--- config.mk ---
export PLATFORM = sky130hd
export DESIGN_NAME = aoi5_sweep_ctrl
export DESIGN_NICKNAME = d
export VERILOG_FILES = /design/src/rtl/aoi5_pkg.sv /design/src/rtl/aoi5_settle_timer.sv /design/src/rtl/aoi5_sweep_ctrl.sv
export SDC_FILE = /design/constraint.sdc
export NUM_CORES = 1
export LEC_CHECK = 0
export CELL_PAD_IN_SITES_DETAIL_PLACEMENT = 1
export CELL_PAD_IN_SITES_GLOBAL_PLACEMENT = 2
export CORE_MARGIN = 1.5
export CORE_UTILIZATION = 32
export DETAILED_ROUTE_END_ITERATION = 12
export PLACE_DENSITY = 0.94
export RECOVER_POWER = 25
export REMOVE_ABC_BUFFERS = 1
export SYNTH_ARGS = -nofsm -noshare
export SYNTH_HDL_FRONTEND = slang
export SYNTH_SLANG_ARGS = --single-unit
--- constraint.sdc ---
create_clock -name clk -period 3.9 [get_ports clk]
set_input_delay 0.585 -clock clk [delete_from_list [all_inputs] [get_ports clk]]
set_output_delay 0.585 -clock clk [all_outputs]
set_load 0.02 [all_outputs]
--- src/rtl/aoi5_pkg.sv ---
// aoi5_pkg: shared state encoding, sweep constants and the golden AOI5 function. Rev 1.0
`default_nettype none

package aoi5_pkg;

  localparam int NUM_VEC = 32;
  localparam int VEC_W   = 5;

  typedef enum logic [1:0] {
    ST_IDLE   = 2'd0,
    ST_DRIVE  = 2'd1,
    ST_SAMPLE = 2'd2,
    ST_DONE   = 2'd3
  } state_t;

  // vec = {a, b, c, d, e}
  function automatic logic aoi5_ref(input logic [VEC_W-1:0] v);
    return ~((v[4] | ~v[3]) & ((v[2] & v[1]) | v[0]));
  endfunction

endpackage

`default_nettype wire

--- src/rtl/aoi5_settle_timer.sv ---
// aoi5_settle_timer: 4-bit down-counter loaded with SETTLE, flags the last DRIVE cycle. Rev 1.0
`default_nettype none

module aoi5_settle_timer #(
  parameter int SETTLE = 1
) (
  input  logic clk,
  input  logic rst,
  input  logic load,
  input  logic en,
  output logic expired
);

  logic [3:0] cnt;

  always_ff @(posedge clk) begin
    if (rst) begin
      cnt <= 4'd0;
    end else if (load) begin
      cnt <= 4'(SETTLE);
    end else if (en && cnt != 4'd0) begin
      cnt <= cnt - 4'd1;
    end
  end

  assign expired = en && (cnt == 4'd1);

endmodule

`default_nettype wire

--- src/rtl/aoi5_sweep_ctrl.sv ---
// aoi5_sweep_ctrl: exhaustive 32-vector sweep of an external AOI5 unit into a truth table.
// Optional golden compare built when AOI5_GOLDEN_EN is defined. Rev 1.0
`default_nettype none

module aoi5_sweep_ctrl
  import aoi5_pkg::*;
#(
  parameter int SETTLE = 1
) (
  input  logic             clk,
  input  logic             rst,
  input  logic             start,
  input  logic             abort,
  input  logic             fu_out,
  output logic [VEC_W-1:0] vec,
  output logic             vec_valid,
  output logic             busy,
  output logic             done,
  output logic [31:0]      tt,
  output logic [5:0]       ones_cnt,
  output logic             err,
  output logic [5:0]       mism_cnt
);

  state_t state_q, state_d;
  logic   load, clear, capture, advance, expired;

  aoi5_settle_timer #(.SETTLE(SETTLE)) u_timer (
    .clk     (clk),
    .rst     (rst),
    .load    (load),
    .en      (state_q == ST_DRIVE),
    .expired (expired)
  );

  always_ff @(posedge clk) begin
    if (rst) state_q <= ST_IDLE;
    else     state_q <= state_d;
  end

  // abort beats a same-cycle capture, so capture is only raised when abort is low
  always_comb begin
    state_d = state_q;
    load    = 1'b0;
    clear   = 1'b0;
    capture = 1'b0;
    advance = 1'b0;
    case (state_q)
      ST_IDLE, ST_DONE: begin
        if (start && !abort) begin
          state_d = ST_DRIVE;
          clear   = 1'b1;
          load    = 1'b1;
        end
      end
      ST_DRIVE: begin
        if (abort)        state_d = ST_IDLE;
        else if (expired) state_d = ST_SAMPLE;
      end
      ST_SAMPLE: begin
        if (abort) begin
          state_d = ST_IDLE;
        end else begin
          capture = 1'b1;
          if (vec == VEC_W'(NUM_VEC - 1)) begin
            state_d = ST_DONE;
          end else begin
            state_d = ST_DRIVE;
            advance = 1'b1;
            load    = 1'b1;
          end
        end
      end
      default: state_d = ST_IDLE;
    endcase
  end

  always_ff @(posedge clk) begin
    if (rst) begin
      vec       <= '0;
      tt        <= '0;
      ones_cnt  <= '0;
      busy      <= 1'b0;
      vec_valid <= 1'b0;
      done      <= 1'b0;
    end else begin
      busy      <= (state_d == ST_DRIVE) || (state_d == ST_SAMPLE);
      vec_valid <= (state_d == ST_DRIVE) || (state_d == ST_SAMPLE);
      done      <= (state_d == ST_DONE);
      if (clear) begin
        vec      <= '0;
        tt       <= '0;
        ones_cnt <= '0;
      end
      if (capture) begin
        tt[vec]  <= fu_out;
        ones_cnt <= ones_cnt + {5'd0, fu_out};
      end
      if (advance) vec <= vec + VEC_W'(1);
    end
  end

`ifdef AOI5_GOLDEN_EN
  always_ff @(posedge clk) begin
    if (rst || clear) begin
      mism_cnt <= '0;
      err      <= 1'b0;
    end else if (capture && (fu_out != aoi5_ref(vec))) begin
      mism_cnt <= mism_cnt + 6'd1;
      err      <= 1'b1;
    end
  end
`else
  assign mism_cnt = '0;
  assign err      = 1'b0;
`endif

endmodule

`default_nettype wire

run_1/layer_met1.png
Scale bar: 20 um. Supply wires on this layer in gray.
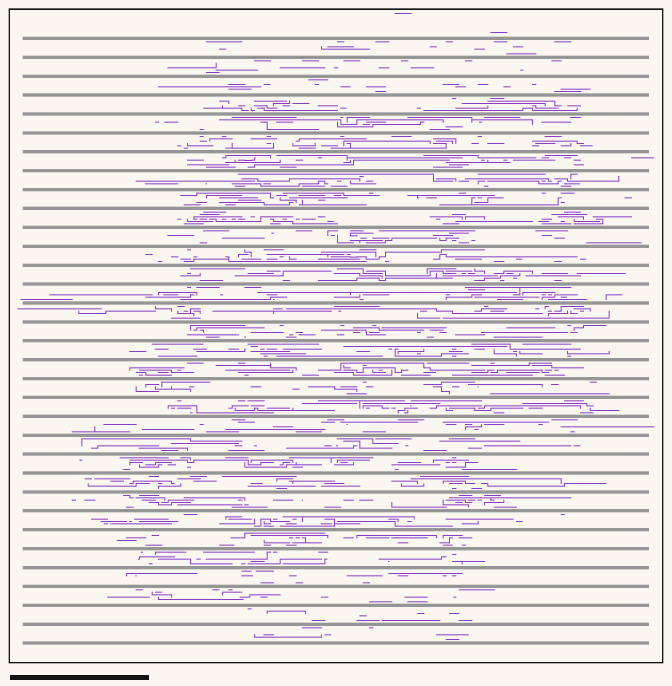
share of all routed wire: 45%
longest straight run: 37.3 um
wire length on this layer: 3,370 um
wirelength, routed: 7556 um
GR Util met1: 0.2232
Vias: 2,452

run_1/layer_met2.png
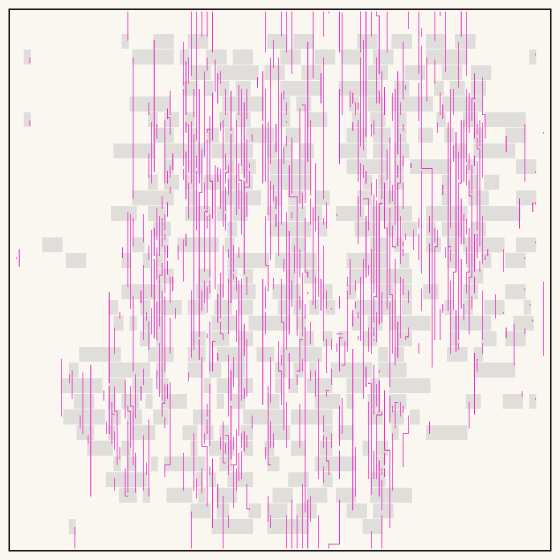
nets with wire on the layer: 313
share of all routed wire: 50%
main direction: vertical
longest straight run: 37.4 um
routing usage on met2: 0.3013

run_1/layer_met3.png
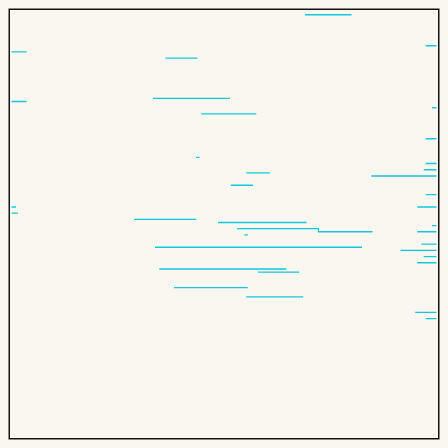
longest straight run: 45.1 um
wire length on this layer: 292 um
share of all routed wire: 3.9%
nets with wire on the layer: 29
GR Layer Usage met3: 0.02832

==> run_results.csv, run 1 <==
group,metric,value,unit
timing,finalSetupViolations,0,
worst_setup_path,rr_endpoint,"vec[3]",
power_and_ir_drop,power_switching_share,0.2595,
final_layout,bufAreaShareNonClock,0.1653,
clocking,clkSlewWorstSetupHoldPaths,0.10,ns
die,nWellTaps,102,
timing,holdWs,0.5070,ns
final_layout,seqCellArea,1021,um^2
power_and_ir_drop,peakVddDrop,0.1437,mV
worst_setup_path,arrival,1.88,ns
final_layout,ff_count,51,
power_and_ir_drop,powerComb,0.0000788,W
yosys,synthMuxAreaShare,0.003790,
yosys,async_reset_ff_frac,0,
power_and_ir_drop,p_clk,0.000333,W
final_layout,seq_share,0.3136,
die,core-area,7848,um^2
timing,worst-slew-pin-transition,0.7620,ns
grt,grt_pass1_wl,12090,um
power_and_ir_drop,power_frac_comb,0.084,
final_layout,n_all_inverters,9,
final_layout,largest_reg_flops,32,
yosys,top_logic_kind,"simple AND/OR/NAND/NOR gates",
power_and_ir_drop,maxPowerGroup,"registers",
yosys,ys_area,2641,um^2
yosys,syn_inst,307,
power_and_ir_drop,powerDensity,288.3,nW/um^2
detailed_routing,drtIter0Drc,129,
final_layout,final_util,0.4149,
yosys,ys_sh_aoi,0.2193,
hold_path,min_to,"ones_cnt[0]",
timing,finalCritPeriodShare,0.6328,
worst_setup_path,crit_chain,"clkdlybuf4s50_1",
yosys,area_leaders,"dfxtp_1 39%, o211ai_1 9.7%, a21oi_1 8.5%",
power_and_ir_drop,switching_power,0.0002435,W
detailed_routing,met2_length,3788,um
final_layout,final_nets,359,
clocking,worstSkewPairLatency,0.31,ns
detailed_routing,wl_met3,292,um
placement,postPlaceCellArea,3157,um^2
power_and_ir_drop,p_leak,1.169,nW
timing,max-slew-margin-rel,0.4913,
grt,grt_pass1_vias,2361,
clocking,cts_setup_buffers,0,
final_layout,logic_area,1436,um^2
worst_setup_path,endpoint,"vec[2]",
yosys,ff_type,"dfxtp_1",
final_layout,num-clock-buffers,6,
die,chipArea,8808,um^2
die,die_w,93.85,um
timing,fmax,0.4052,GHz
clocking,cts_resized,0,
yosys,netlist_area,2641,um^2
worst_setup_path,crit_fanout,22,
timing,fin_crit,2.468,ns
job,max-cap-violations,0,
yosys,avgSynthCellArea,8.604,um^2
final_layout,largest_class,"combinational gates",
final_layout,area_growth,23.26,%
worst_setup_path,path_delay_family,"flip-flops",
worst_setup_path,cp.required,3.31,ns
timing,skew,0.007988,ns
outcome,status,"finished clean",
detailed_routing,via_per_inst,5.510,
worst_setup_path,r2r-start,"vec[0]",
clocking,cts_num_sinks,51,
clocking,cts_tree,"done",
clocking,cts_buffer_depth,2,
placement,place_ws,1.389,ns
worst_setup_path,rr_worst_depth,6,
timing,hold_viol_final,0,
worst_setup_path,crit_type,"reg -> out",
detailed_routing,route.detailed.drc,0,
die,num_io_pins,58,
power_and_ir_drop,p_seq,0.000527,W
grt,grt-ovfl-total,0,
yosys,ys_sh_simple,0.2539,
final_layout,layout.clock.cell_area_share,0.03036,
grt,grt_max_degree,39,
worst_setup_path,end_kind,"output pin",
final_layout,top_register,"tt",
power_and_ir_drop,internal_power,0.0006950,W
grt,globalRoute.busiestLayer,"met2",
clocking,htree_levels,2,
final_layout,comb_share,0.4412,
grt,antenna_found_initial,0,
die,die_h,93.85,um
detailed_routing,drtPass1Iterations,4,
power_and_ir_drop,p_clk_frac,0.354,
final_layout,drive_above_1_share,0.05539,
timing,rsz0062_at_grt,"no",
worst_setup_path,crit_path_max_incr_delay,0.83,ns
yosys,common_cells,"51 x dfxtp_1, 45 x a21oi_1, 43 x nand3_1, 34 x o211ai_1, 17 x clkbuf_1",
yosys,fa_ha_area_frac,0.05685,
detailed_routing,wl_met1,3368,um
die,initial_core_util,0.3366,
yosys,yosysTopAreaCell,"dfxtp_1",
detailed_routing,wl_per_cell,16.98,um
yosys,yosys_cells,307,
worst_setup_path,cpMaxStageDelayCell,"dfxtp_1",
run_1/congestion.png
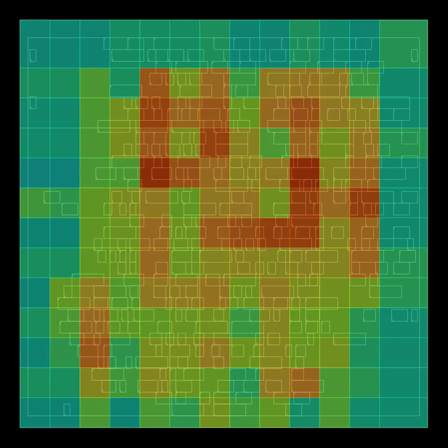

==> run 1 -> run 2 <==
Settings changed: CORE_UTILIZATION 32 to 27, PLACE_DENSITY 0.94 to 0.85.
Clock period 3.9 ns to 2.25 ns, I/O delays scaled along.
run_2/congestion.png
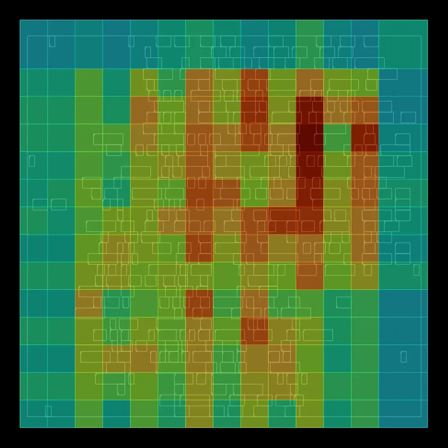
GR Util met1: 0.1989
DR WL/cell: 16.81 um
GR Layer Usage met3: 0.02052
gr busiest metal: met2
utilization after layout: 0.3581

==> run 2 against run 1 <==
Cell count increased by 7.0%. Combinational power up about 80%. Via count grew 1.5%. Critical path type is now reg -> reg. Synthesized area did not move. Utilization shrank 5.7 points. Sequential power up 73%. Count of clock-buffer cells in the layout decreased by 1. Critical endpoint is now busy.
==> run_results.csv, run 2 <==
group,metric,value,unit
yosys,ys_sh_aoi,0.2193,
worst_setup_path,endpoint,"busy",
die,initial_core_util,0.2818,
timing,holdWs,0.5025,ns
clocking,worstSkewPairLatency,0.32,ns
detailed_routing,dr.max_layer_used,"met4",
power_and_ir_drop,p_leak,1.209,nW
worst_setup_path,cpMaxStageDelayCell,"ha_1",
yosys,async_reset_ff_frac,0,
worst_setup_path,r2r-start,"state_q[1]",
yosys,fa_ha_area_frac,0.05685,
clocking,clkSlewWorstSetupHoldPaths,0.10,ns
power_and_ir_drop,internal_power,0.001296,W
detailed_routing,via_per_inst,5.231,
placement,place_ws,0.1591,ns
worst_setup_path,arrival,2.21,ns
die,nWellTaps,129,
final_layout,largest_class,"combinational gates",
final_layout,area_growth,27.05,%
final_layout,seqCellArea,1021,um^2
worst_setup_path,crit_chain,"ha_1 > nor2b_1 > nand3_1 > nand3_1 > ha_1 > nor2b_1",
worst_setup_path,path_delay_family,"simple AND/OR/NAND/NOR gates",
yosys,syn_inst,307,
power_and_ir_drop,p_clk,0.000689,W
grt,grt-ovfl-total,0,
power_and_ir_drop,power_switching_share,0.2571,
outcome,status,"finished clean",
detailed_routing,routed_wl,8001,um
power_and_ir_drop,maxPowerGroup,"registers",
grt,grt_pass1_vias,2515,
die,die_w,101.9,um
final_layout,comb_share,0.4299,
grt,met2_usage,0.2810,
worst_setup_path,cp.required,2.46,ns
timing,final_max_slew_viol_count,0,
worst_setup_path,crit_path_max_incr_delay,0.52,ns
power_and_ir_drop,powerComb,0.000142,W
detailed_routing,route.detailed.drc,0,
grt,grt_pass1_wl,12770,um
die,die_h,101.9,um
final_layout,n_all_inverters,9,
yosys,netlist_area,2641,um^2
clocking,cts_setup_buffers,0,
detailed_routing,met2_length,4099,um
worst_setup_path,crit_type,"reg -> reg",
worst_setup_path,r2r_slack,0.25,ns
worst_setup_path,rr_endpoint,"busy",
timing,fmax,0.4991,GHz
final_layout,top_register,"tt",
timing,finalCritPeriodShare,0.8904,
timing,skew,0.01073,ns
yosys,avgSynthCellArea,8.604,um^2
worst_setup_path,end_kind,"flop",
grt,grt_max_degree,41,
job,max-cap-violations,0,
die,num_io_pins,58,
hold_path,min_to,"state_q[0]",
final_layout,layout.clock.cell_area_share,0.03468,
worst_setup_path,rr_worst_depth,6,
yosys,ys_area,2641,um^2
yosys,ys_sh_simple,0.2539,
power_and_ir_drop,switching_power,0.0004485,W
power_and_ir_drop,power_frac_comb,0.081,
timing,hold_viol_final,0,
clocking,cts_resized,0,
yosys,common_cells,"51 x dfxtp_1, 45 x a21oi_1, 43 x nand3_1, 34 x o211ai_1, 17 x clkbuf_1",
yosys,yosysTopAreaCell,"dfxtp_1",
power_and_ir_drop,peakVddDrop,0.2592,mV
detailed_routing,final_antenna_net_count,0,
detailed_routing,wl_met3,363,um
yosys,ff_type,"dfxtp_1",
detailed_routing,wl_met1,3461,um
final_layout,drive_above_1_share,0.06628,
clocking,cts_tree,"done",
final_layout,largest_reg_flops,32,
worst_setup_path,crit_fanout,16,
clocking,cts_buffer_depth,2,
clocking,cts_num_sinks,51,
timing,worst-slew-pin-transition,0.5292,ns
final_layout,final_nets,363,
timing,rsz0062_at_grt,"no",
yosys,top_logic_kind,"simple AND/OR/NAND/NOR gates",
detailed_routing,drtPass1Iterations,4,
placement,postPlaceCellArea,3233,um^2
final_layout,ff_count,51,
final_layout,num-clock-buffers,5,
detailed_routing,vias,2490,
final_layout,bufAreaShareNonClock,0.1730,
final_layout,seq_share,0.3043,
detailed_routing,drtIter0Drc,80,
die,core-area,9371,um^2
timing,max-slew-margin-rel,0.6472,
die,chipArea,10380,um^2
power_and_ir_drop,p_clk_frac,0.395,
timing,fin_crit,2.003,ns
final_layout,final_cells,476,
clocking,htree_levels,2,
==> run 2 -> run 3 <==
Settings changed: CAP_MARGIN set to 10.
run_3/placement_by_type.png
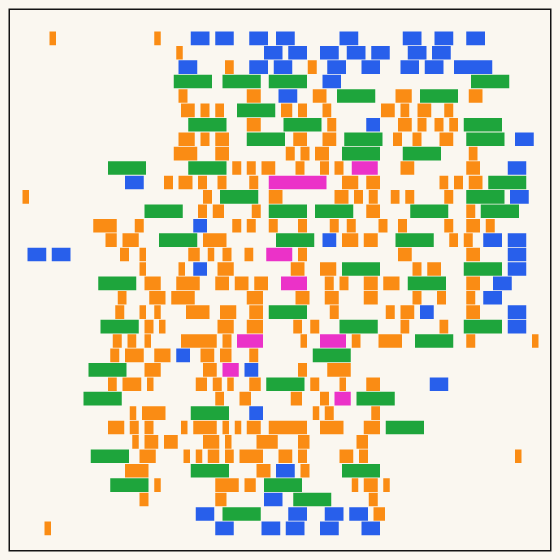
legend:
  magenta:
    class: clock drivers and dummy loads
    cells: 8
    share_of_their_area: 3.6%
  blue:
    class: other buffers and delay cells
    cells: 59
    share_of_their_area: 18%
  orange:
    class: combinational and other logic
    cells: 229
    share_of_their_area: 46%
  green:
    class: flops
    cells: 51
    share_of_their_area: 32%
finished layout cell area: 3356 um^2
CORE AREA: 9371 um^2
Std-Cell Rows: 35
Seq area share: 0.3043

==> run 3 against run 2 <==
Final area unchanged. Global-route usage unchanged. Register-to-register slack about the same. Clock power about the same. Critical path type unchanged. Critical endpoint unchanged. Largest cell class unchanged. Largest power group unchanged.
==> run_results.csv, run 3 <==
group,metric,value,unit
grt,met2_usage,0.2810,
clocking,cts_resized,0,
power_and_ir_drop,maxPowerGroup,"registers",
worst_setup_path,end_kind,"flop",
grt,globalRoute.busiestLayer,"met2",
die,die_h,101.9,um
clocking,cts_tree,"done",
worst_setup_path,crit_type,"reg -> reg",
detailed_routing,route.detailed.drc,0,
die,num_io_pins,58,
worst_setup_path,crit_chain,"ha_1 > nor2b_1 > nand3_1 > nand3_1 > ha_1 > nor2b_1",
die,nWellTaps,129,
power_and_ir_drop,switching_power,0.0004485,W
detailed_routing,drtIter0Drc,80,
detailed_routing,drtPass1Iterations,4,
yosys,top_logic_kind,"simple AND/OR/NAND/NOR gates",
outcome,status,"finished clean",
clocking,clkSlewWorstSetupHoldPaths,0.10,ns
yosys,ys_sh_simple,0.2539,
power_and_ir_drop,power_frac_comb,0.081,
final_layout,area_growth,27.05,%
yosys,area_leaders,"dfxtp_1 39%, o211ai_1 9.7%, a21oi_1 8.5%",
grt,grt-ovfl-total,0,
worst_setup_path,endpoint,"busy",
final_layout,drive_above_1_share,0.06628,
timing,finalCritPeriodShare,0.8904,
timing,finalSetupViolations,0,
worst_setup_path,crit_fanout,16,
timing,final_max_slew_viol_count,0,
yosys,syn_inst,307,
worst_setup_path,path_delay_family,"simple AND/OR/NAND/NOR gates",
yosys,yosys_cells,307,
final_layout,seqCellArea,1021,um^2
power_and_ir_drop,peakVddDrop,0.2592,mV
yosys,fa_ha_area_frac,0.05685,
clocking,worstSkewPairLatency,0.32,ns
yosys,netlist_area,2641,um^2
yosys,ff_type,"dfxtp_1",
detailed_routing,via_per_inst,5.231,
yosys,avgSynthCellArea,8.604,um^2
final_layout,logic_area,1443,um^2
detailed_routing,wl_met3,363,um
power_and_ir_drop,p_clk,0.000689,W
worst_setup_path,rr_endpoint,"busy",
detailed_routing,routed_wl,8001,um
hold_path,min_to,"state_q[0]",
timing,max-slew-margin-rel,0.6472,
detailed_routing,met2_length,4099,um
power_and_ir_drop,powerDensity,519.8,nW/um^2
timing,hold_viol_final,0,
timing,rsz0062_at_grt,"no",
final_layout,bufAreaShareNonClock,0.1730,
worst_setup_path,crit_path_max_incr_delay,0.52,ns
detailed_routing,dr.max_layer_used,"met4",
detailed_routing,wl_met1,3461,um
power_and_ir_drop,p_leak,1.209,nW
clocking,cts_num_sinks,51,
final_layout,num-clock-buffers,5,
power_and_ir_drop,p_clk_frac,0.395,
placement,place_ws,0.1591,ns
detailed_routing,final_antenna_net_count,0,
job,max-cap-violations,0,
worst_setup_path,arrival,2.21,ns
worst_setup_path,r2r_slack,0.25,ns
clocking,htree_levels,2,
timing,fin_crit,2.003,ns
yosys,async_reset_ff_frac,0,
detailed_routing,wl_per_cell,16.81,um
final_layout,ff_count,51,
worst_setup_path,cp.required,2.46,ns
final_layout,top_register,"tt",
detailed_routing,vias,2490,
final_layout,largest_reg_flops,32,
grt,grt_pass1_vias,2515,
final_layout,final_util,0.3581,
grt,antenna_found_initial,0,
placement,postPlaceCellArea,3233,um^2
clocking,cts_setup_buffers,0,
grt,met3_usage,0.02052,
final_layout,comb_share,0.4299,
timing,holdWs,0.5025,ns
timing,fmax,0.4991,GHz
clocking,cts_buffer_depth,2,
Power and IR drop assume default switching activity.
